Fig. 1: the metal 1 layer
Cells faint in the background.
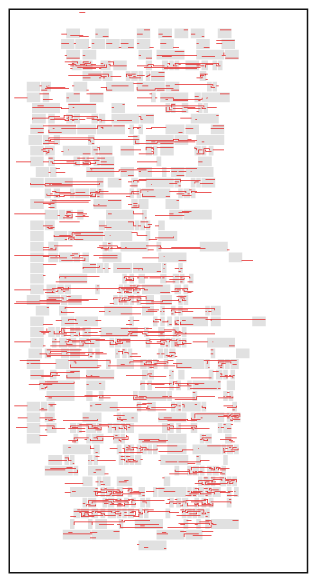
Fig. 2: the metal 2 layer
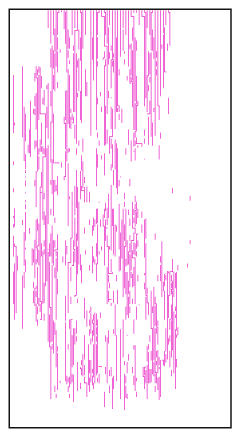
Fig. 3: met3 routing
Cells faint in the background.
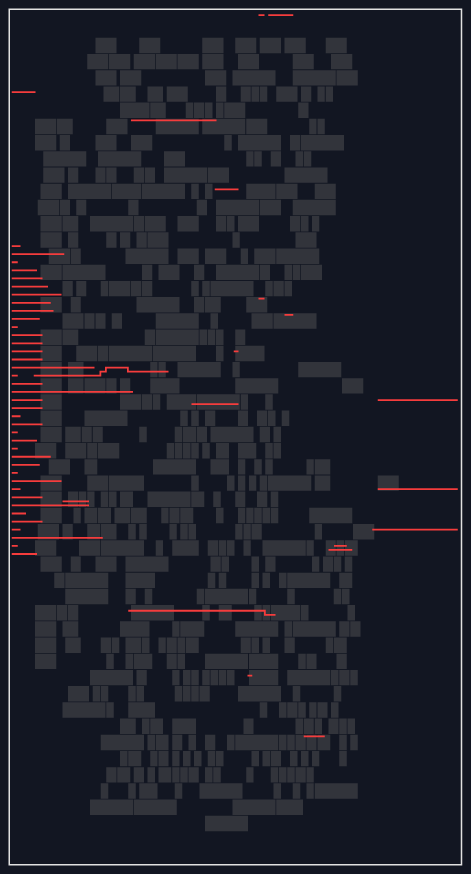
Fig. 4: sequential cells coloured by netlist name
Scale bar: 20 um. Other sequential cells in the stronger grey, the rest of the logic in the fainter grey.
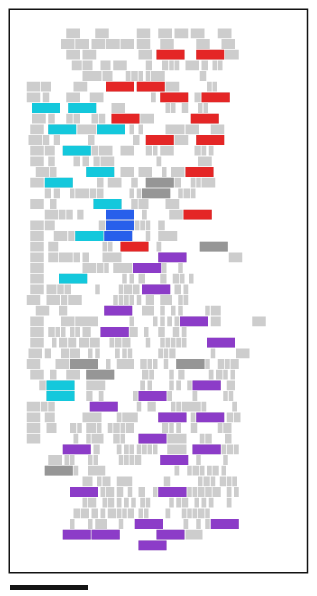
`src/rtl/sprite_rom_arb_if.sv`:
```
// Bus bundle between the sprite generators (me, bullet, enemy1), the shared
// synchronous sprite ROM and the sprite_rom_arb arbiter.
// master: the requester/ROM side. slave: the arbiter.
interface sprite_rom_arb_if #(
  parameter int ADDR_W = 12,
  parameter int DATA_W = 13
);
  logic              me_req_i;
  logic [ADDR_W-1:0] me_addr_i;
  logic              bullet_req_i;
  logic [ADDR_W-1:0] bullet_addr_i;
  logic              enemy1_req_i;
  logic [ADDR_W-1:0] enemy1_addr_i;
  logic [2:0]        gnt_o;
  logic              rom_en_o;
  logic [ADDR_W-1:0] rom_addr_o;
  logic [DATA_W-1:0] rom_data_i;
  logic [2:0]        rd_valid_o;
  logic [DATA_W-1:0] rd_data_o;
  logic              starve_o;

  modport master (
    output me_req_i, me_addr_i, bullet_req_i, bullet_addr_i,
           enemy1_req_i, enemy1_addr_i, rom_data_i,
    input  gnt_o, rom_en_o, rom_addr_o, rd_valid_o, rd_data_o, starve_o
  );

  modport slave (
    input  me_req_i, me_addr_i, bullet_req_i, bullet_addr_i,
           enemy1_req_i, enemy1_addr_i, rom_data_i,
    output gnt_o, rom_en_o, rom_addr_o, rd_valid_o, rd_data_o, starve_o
  );
endinterface

```
`src/rtl/sprite_rom_arb.sv`:
```
// Shared sprite-ROM arbiter (clk_vga domain). Grants one of me/bullet/enemy1
// per cycle, drives the synchronous ROM and returns the word three cycles
// after the request with a one-hot valid strobe. A requester being granted
// this cycle is excluded from the next arbitration, so each grant consumes
// exactly one access.
// Optional feature: define SPRITE_ARB_RR_EN for round-robin arbitration;
// otherwise fixed priority me > enemy1 > bullet (bullet may starve).
module sprite_rom_arb #(
  parameter int ADDR_W   = 12,
  parameter int DATA_W   = 13,
  parameter int MAX_WAIT = 15
) (
  input  logic           clk_vga,
  input  logic           rst,
  sprite_rom_arb_if.slave bus
);

  localparam logic [7:0] MAX_WAIT_C = 8'(MAX_WAIT);
  localparam logic [7:0] WAIT_SAT   = 8'hFF;

  // Bit order everywhere: 0 = me, 1 = bullet, 2 = enemy1.
  logic [2:0]        req;
  logic [2:0]        elig;
  logic [2:0]        gnt_d, gnt_q;
  logic [ADDR_W-1:0] rom_addr_d, rom_addr_q;
  logic [2:0]        pipe_q;       // grant tag for the cycle the ROM is reading
  logic [2:0]        rd_valid_q;
  logic [DATA_W-1:0] rd_data_q;
  logic [7:0]        wait_cnt_d [3];
  logic [7:0]        wait_cnt_q [3];
  logic              starve_d, starve_q;

  assign req  = {bus.enemy1_req_i, bus.bullet_req_i, bus.me_req_i};
  assign elig = req & ~gnt_q;

`ifdef SPRITE_ARB_RR_EN
  typedef enum logic [1:0] {
    REQ_ME     = 2'd0,
    REQ_BULLET = 2'd1,
    REQ_ENEMY1 = 2'd2
  } req_e;

  req_e ptr_d, ptr_q;

  // Round-robin pick: search starts at the requester after the last winner.
  // NOTE: every combinational output gets a default first so no path leaves
  // it unassigned, which would otherwise infer a latch.
  always_comb begin
    gnt_d = '0;
    ptr_d = ptr_q;
    case (ptr_q)
      REQ_ME: begin
        if      (elig[1]) gnt_d = 3'b010;
        else if (elig[2]) gnt_d = 3'b100;
        else if (elig[0]) gnt_d = 3'b001;
      end
      REQ_BULLET: begin
        if      (elig[2]) gnt_d = 3'b100;
        else if (elig[0]) gnt_d = 3'b001;
        else if (elig[1]) gnt_d = 3'b010;
      end
      default: begin
        if      (elig[0]) gnt_d = 3'b001;
        else if (elig[1]) gnt_d = 3'b010;
        else if (elig[2]) gnt_d = 3'b100;
      end
    endcase
    if      (gnt_d[0]) ptr_d = REQ_ME;
    else if (gnt_d[1]) ptr_d = REQ_BULLET;
    else if (gnt_d[2]) ptr_d = REQ_ENEMY1;
  end

  // Pointer register; enemy1 after reset so that me wins first.
  // NOTE: clocked state uses non-blocking assignments so every register
  // samples pre-edge values regardless of statement order.
  always_ff @(posedge clk_vga) begin
    if (rst) ptr_q <= REQ_ENEMY1;
    else     ptr_q <= ptr_d;
  end
`else
  // Fixed priority pick: me > enemy1 > bullet.
  always_comb begin
    gnt_d = '0;
    if      (elig[0]) gnt_d = 3'b001;
    else if (elig[2]) gnt_d = 3'b100;
    else if (elig[1]) gnt_d = 3'b010;
  end
`endif

  // ROM address follows the winner; it holds when nobody is granted.
  always_comb begin
    rom_addr_d = rom_addr_q;
    case (gnt_d)
      3'b001:  rom_addr_d = bus.me_addr_i;
      3'b010:  rom_addr_d = bus.bullet_addr_i;
      3'b100:  rom_addr_d = bus.enemy1_addr_i;
      default: rom_addr_d = rom_addr_q;
    endcase
  end

  // Wait counters and starvation: a counter that would reach MAX_WAIT on the
  // edge its owner is granted is cleared instead, so it never flags.
  always_comb begin
    starve_d = starve_q;
    for (int k = 0; k < 3; k++) begin
      if (!req[k] || gnt_d[k])         wait_cnt_d[k] = '0;
      else if (wait_cnt_q[k] != WAIT_SAT) wait_cnt_d[k] = wait_cnt_q[k] + 8'd1;
      else                             wait_cnt_d[k] = wait_cnt_q[k];
      if (wait_cnt_d[k] >= MAX_WAIT_C) starve_d = 1'b1;
    end
  end

  // Grant register, return pipeline, wait counters and sticky starve flag.
  always_ff @(posedge clk_vga) begin
    if (rst) begin
      gnt_q      <= '0;
      rom_addr_q <= '0;
      pipe_q     <= '0;
      rd_valid_q <= '0;
      rd_data_q  <= '0;
      starve_q   <= 1'b0;
      // NOTE: the wait counters are ordinary flops, not a memory, so they are
      // reset explicitly along with the rest of the state.
      for (int k = 0; k < 3; k++) wait_cnt_q[k] <= '0;
    end else begin
      gnt_q      <= gnt_d;
      rom_addr_q <= rom_addr_d;
      pipe_q     <= gnt_q;
      rd_valid_q <= pipe_q;
      if (|pipe_q) rd_data_q <= bus.rom_data_i;
      starve_q   <= starve_d;
      for (int k = 0; k < 3; k++) wait_cnt_q[k] <= wait_cnt_d[k];
    end
  end

  assign bus.gnt_o      = gnt_q;
  assign bus.rom_en_o   = |gnt_q;
  assign bus.rom_addr_o = rom_addr_q;
  assign bus.rd_valid_o = rd_valid_q;
  assign bus.rd_data_o  = rd_data_q;
  assign bus.starve_o   = starve_q;

endmodule

```
`src/flat_wrapper.sv`:
```
// flat-port wrapper written by rule: the top's interface ports become plain ports
module sprite_rom_arb_flat 
#(
  parameter int ADDR_W   = 12,
  parameter int DATA_W   = 13,
  parameter int MAX_WAIT = 15
)
  (clk_vga, rst, bus_me_req_i, bus_me_addr_i, bus_bullet_req_i, bus_bullet_addr_i, bus_enemy1_req_i, bus_enemy1_addr_i, bus_rom_data_i, bus_gnt_o, bus_rom_en_o, bus_rom_addr_o, bus_rd_valid_o, bus_rd_data_o, bus_starve_o);
  sprite_rom_arb_if #(.ADDR_W(ADDR_W), .DATA_W(DATA_W)) bus_i ();
  input  logic clk_vga;
  input  logic rst;
  input wire logic [$bits(bus_i.me_req_i)-1:0] bus_me_req_i;
  input wire logic [$bits(bus_i.me_addr_i)-1:0] bus_me_addr_i;
  input wire logic [$bits(bus_i.bullet_req_i)-1:0] bus_bullet_req_i;
  input wire logic [$bits(bus_i.bullet_addr_i)-1:0] bus_bullet_addr_i;
  input wire logic [$bits(bus_i.enemy1_req_i)-1:0] bus_enemy1_req_i;
  input wire logic [$bits(bus_i.enemy1_addr_i)-1:0] bus_enemy1_addr_i;
  input wire logic [$bits(bus_i.rom_data_i)-1:0] bus_rom_data_i;
  output wire logic [$bits(bus_i.gnt_o)-1:0] bus_gnt_o;
  output wire logic [$bits(bus_i.rom_en_o)-1:0] bus_rom_en_o;
  output wire logic [$bits(bus_i.rom_addr_o)-1:0] bus_rom_addr_o;
  output wire logic [$bits(bus_i.rd_valid_o)-1:0] bus_rd_valid_o;
  output wire logic [$bits(bus_i.rd_data_o)-1:0] bus_rd_data_o;
  output wire logic [$bits(bus_i.starve_o)-1:0] bus_starve_o;
  assign bus_i.me_req_i = bus_me_req_i;
  assign bus_i.me_addr_i = bus_me_addr_i;
  assign bus_i.bullet_req_i = bus_bullet_req_i;
  assign bus_i.bullet_addr_i = bus_bullet_addr_i;
  assign bus_i.enemy1_req_i = bus_enemy1_req_i;
  assign bus_i.enemy1_addr_i = bus_enemy1_addr_i;
  assign bus_i.rom_data_i = bus_rom_data_i;
  assign bus_gnt_o = bus_i.gnt_o;
  assign bus_rom_en_o = bus_i.rom_en_o;
  assign bus_rom_addr_o = bus_i.rom_addr_o;
  assign bus_rd_valid_o = bus_i.rd_valid_o;
  assign bus_rd_data_o = bus_i.rd_data_o;
  assign bus_starve_o = bus_i.starve_o;
  sprite_rom_arb #(.ADDR_W(ADDR_W), .DATA_W(DATA_W), .MAX_WAIT(MAX_WAIT)) u_core (.clk_vga(clk_vga), .rst(rst), .bus(bus_i));
endmodule
```
`config.mk`:
```
export PLATFORM = sky130hd
export DESIGN_NAME = sprite_rom_arb_flat
export DESIGN_NICKNAME = d
export VERILOG_FILES = /design/src/rtl/sprite_rom_arb_if.sv /design/src/rtl/sprite_rom_arb.sv /design/src/flat_wrapper.sv
export SDC_FILE = /design/constraint.sdc
export NUM_CORES = 1
export LEC_CHECK = 0
export ABC_AREA = 1
export ABC_CLOCK_PERIOD_IN_PS = 2900
export CAP_MARGIN = 20
export CORE_ASPECT_RATIO = 2
export CORE_MARGIN = 4
export CORE_UTILIZATION = 30
export CTS_BUF_LIST = sky130_fd_sc_hd__clkbuf_4 sky130_fd_sc_hd__clkbuf_8
export DETAILED_ROUTE_END_ITERATION = 12
export SKIP_CTS_REPAIR_TIMING = 1
export SYNTH_ARGS = -nofsm -noshare
export SYNTH_HDL_FRONTEND = slang
export SYNTH_SLANG_ARGS = --single-unit
```
`constraint.sdc`:
```
create_clock -name clk_vga -period 2.9 [get_ports clk_vga]
set_input_delay 0.87 -clock clk_vga [delete_from_list [all_inputs] [get_ports clk_vga]]
set_output_delay 0.87 -clock clk_vga [all_outputs]
set_load 0.01 [all_outputs]
```
==> results_slide.txt <==
Run Summary

Status
  – Status: completed

Critical path
  – CP arrival: 2700 ps
  – CP bufs+invs: 2
  – Startpoint types: input port
  – Crit Path Class: input port to register
  – CP delay by family, top: simple AND/OR/NAND/NOR gates

Synthesis
  – Top_reg_cell synth: dfxtp_1
  – Simple-Gate Area Share: 0.313
  – Dominant cells by area after synthesis: dfxtp_1 43%, nor2_1 10%, nand2_1 9.7%
  – Syn Std Cell Area: 2750 um2
  – Post-Syn Nets: 453
  – Flip-flops with a built-in enable: 0
  – Synth Seq Share: 0.430
  – Cell with the most instances after synthesis: nor2_1

Drt
  – First-pass iteration count of the detailed router: 4
  – DRT iter0 DRCs: 103
  – Post-DR vias/cell: 4.71
  – Drt wl/cell: 13.3 um

Power
  – Int Pwr: 0.00137 W
  – Max IR drop VDD: 0.000295 V
  – Clock group: 0.000667 W
  – Comb pwr share: 0.169
  – Clock power share: 0.360
  – Dominant power group: sequential cells
  – Psw: 0.000483 W
  – Switching share of total power: 0.261

Flow run
  – MaxCap Viol Count: 0

Placed design
  – I/O Buffers: 86
  – Post-DP HPWL: 6.18 mm

Clocking
  – H-tree Lvls: 3

Final timing
  – Fin. Hold Viols: 0
  – TNS Setup: 0 ps
  – Worst slew pin tran: 416 ps
  – Maximum clock frequency: 0.402 GHz
  – Setup-failing EPs final: 0

Die
  – Cell Rows: 49
  – Die width: 75.7 um
  – Die y size: 143 um

Layout
  – Seq/total area: 0.303
  – Logic area: 1350 um2
  – # clk buffers: 11
  – Fillers: 937
  – Largest class: multi-input combinational cells

Global route
  – Gr usage total: 0.149
  – First-pass GRT wire length: 12.1 mm
  – Vias in the first global route: 2659

Hold path
  – Hold/Removal Path Class: register to register
Back to the opening pictures, Fig. 1:
main direction	horizontal
wire length on this layer	2800 um
share of all routed wire	35%
nets with wire on the layer	502
longest straight run	21.6 um

Back to the opening pictures, Fig. 2:
share of all routed wire	58%
main direction	vertical
wire length on this layer	4580 um
longest straight run	45.6 um
met2 Use GR: 0.278
final WL: 7.92 mm
via count: 2793

Back to the opening pictures, Fig. 3:
main direction	horizontal
nets with wire on the layer	50
wire length on this layer	334 um
GR Util met3: 0.0350

Back to the opening pictures, Fig. 4:
colour	netlist name	sequential cells
blue	u_core.pipe_q	3
purple	u_core.wait_cnt_q	24
cyan	u_core.bus.rom_addr_o	12
red	u_core.bus.rd_data_o	13
not coloured	7

[worst min path at each step]
stage                          start                       end  depth (start not counted)
detailed placement  u_core.pipe_q[1]  u_core.bus.rd_valid_o[1]                          2
global placement    u_core.pipe_q[2]  u_core.bus.rd_valid_o[2]                          2
global route        u_core.pipe_q[2]  u_core.bus.rd_valid_o[2]                          2
CTS                 u_core.pipe_q[2]  u_core.bus.rd_valid_o[2]                          2
finish              u_core.pipe_q[2]  u_core.bus.rd_valid_o[2]                          2
floorplan           u_core.pipe_q[2]  u_core.bus.rd_valid_o[2]                          2
[routing by layer]
| metal | track usage | up-vias | wire length, um | share of wire |
|---|---|---|---|---|
| li1 | - | 1459 | - | - |
| met1 | 0.145 | 1258 | 2800 | 0.35 |
| met2 | 0.278 | 63 | 4580 | 0.58 |
| met3 | 0.0350 | 13 | 334 | 0.042 |
| met4 | 0.0719 | 0 | 204 | 0.026 |
| met5 | 0 | - | 0 | 0 |
[flip-flops by register name, indices dropped and copies added, names as in the netlist]
name / cells
u_core.wait_cnt_q: 24
u_core.bus.rd_data_o: 13
u_core.bus.rom_addr_o: 12
u_core.bus.gnt_o: 3
u_core.bus.rd_valid_o: 3
u_core.pipe_q: 3
u_core.bus.starve_o: 1
[logic make-up after synthesis]
family / Yosys count
and+or+nand+nor: 199
AOI/OAI and AO/OA: 75
DFF: 59
buffers and inverters: 56
xor gates and xnor gates: 4
adders and majority gates: 3
[stage by stage]
step	power, W	setup WS [ps]	hold slack [ps]	std cells	cell area (um2)
after global placement	0.00120	156	409	577	3720
after floorplan	0.00102	1080	403	396	2750
after detailed placement	0.00121	80.2	415	577	3720
after CTS	0.00188	439	424	593	3900
final	0.00185	414	423	593	3900
after global routing	0.00195	233	451	593	3900
Power and IR drop assume default switching activity.
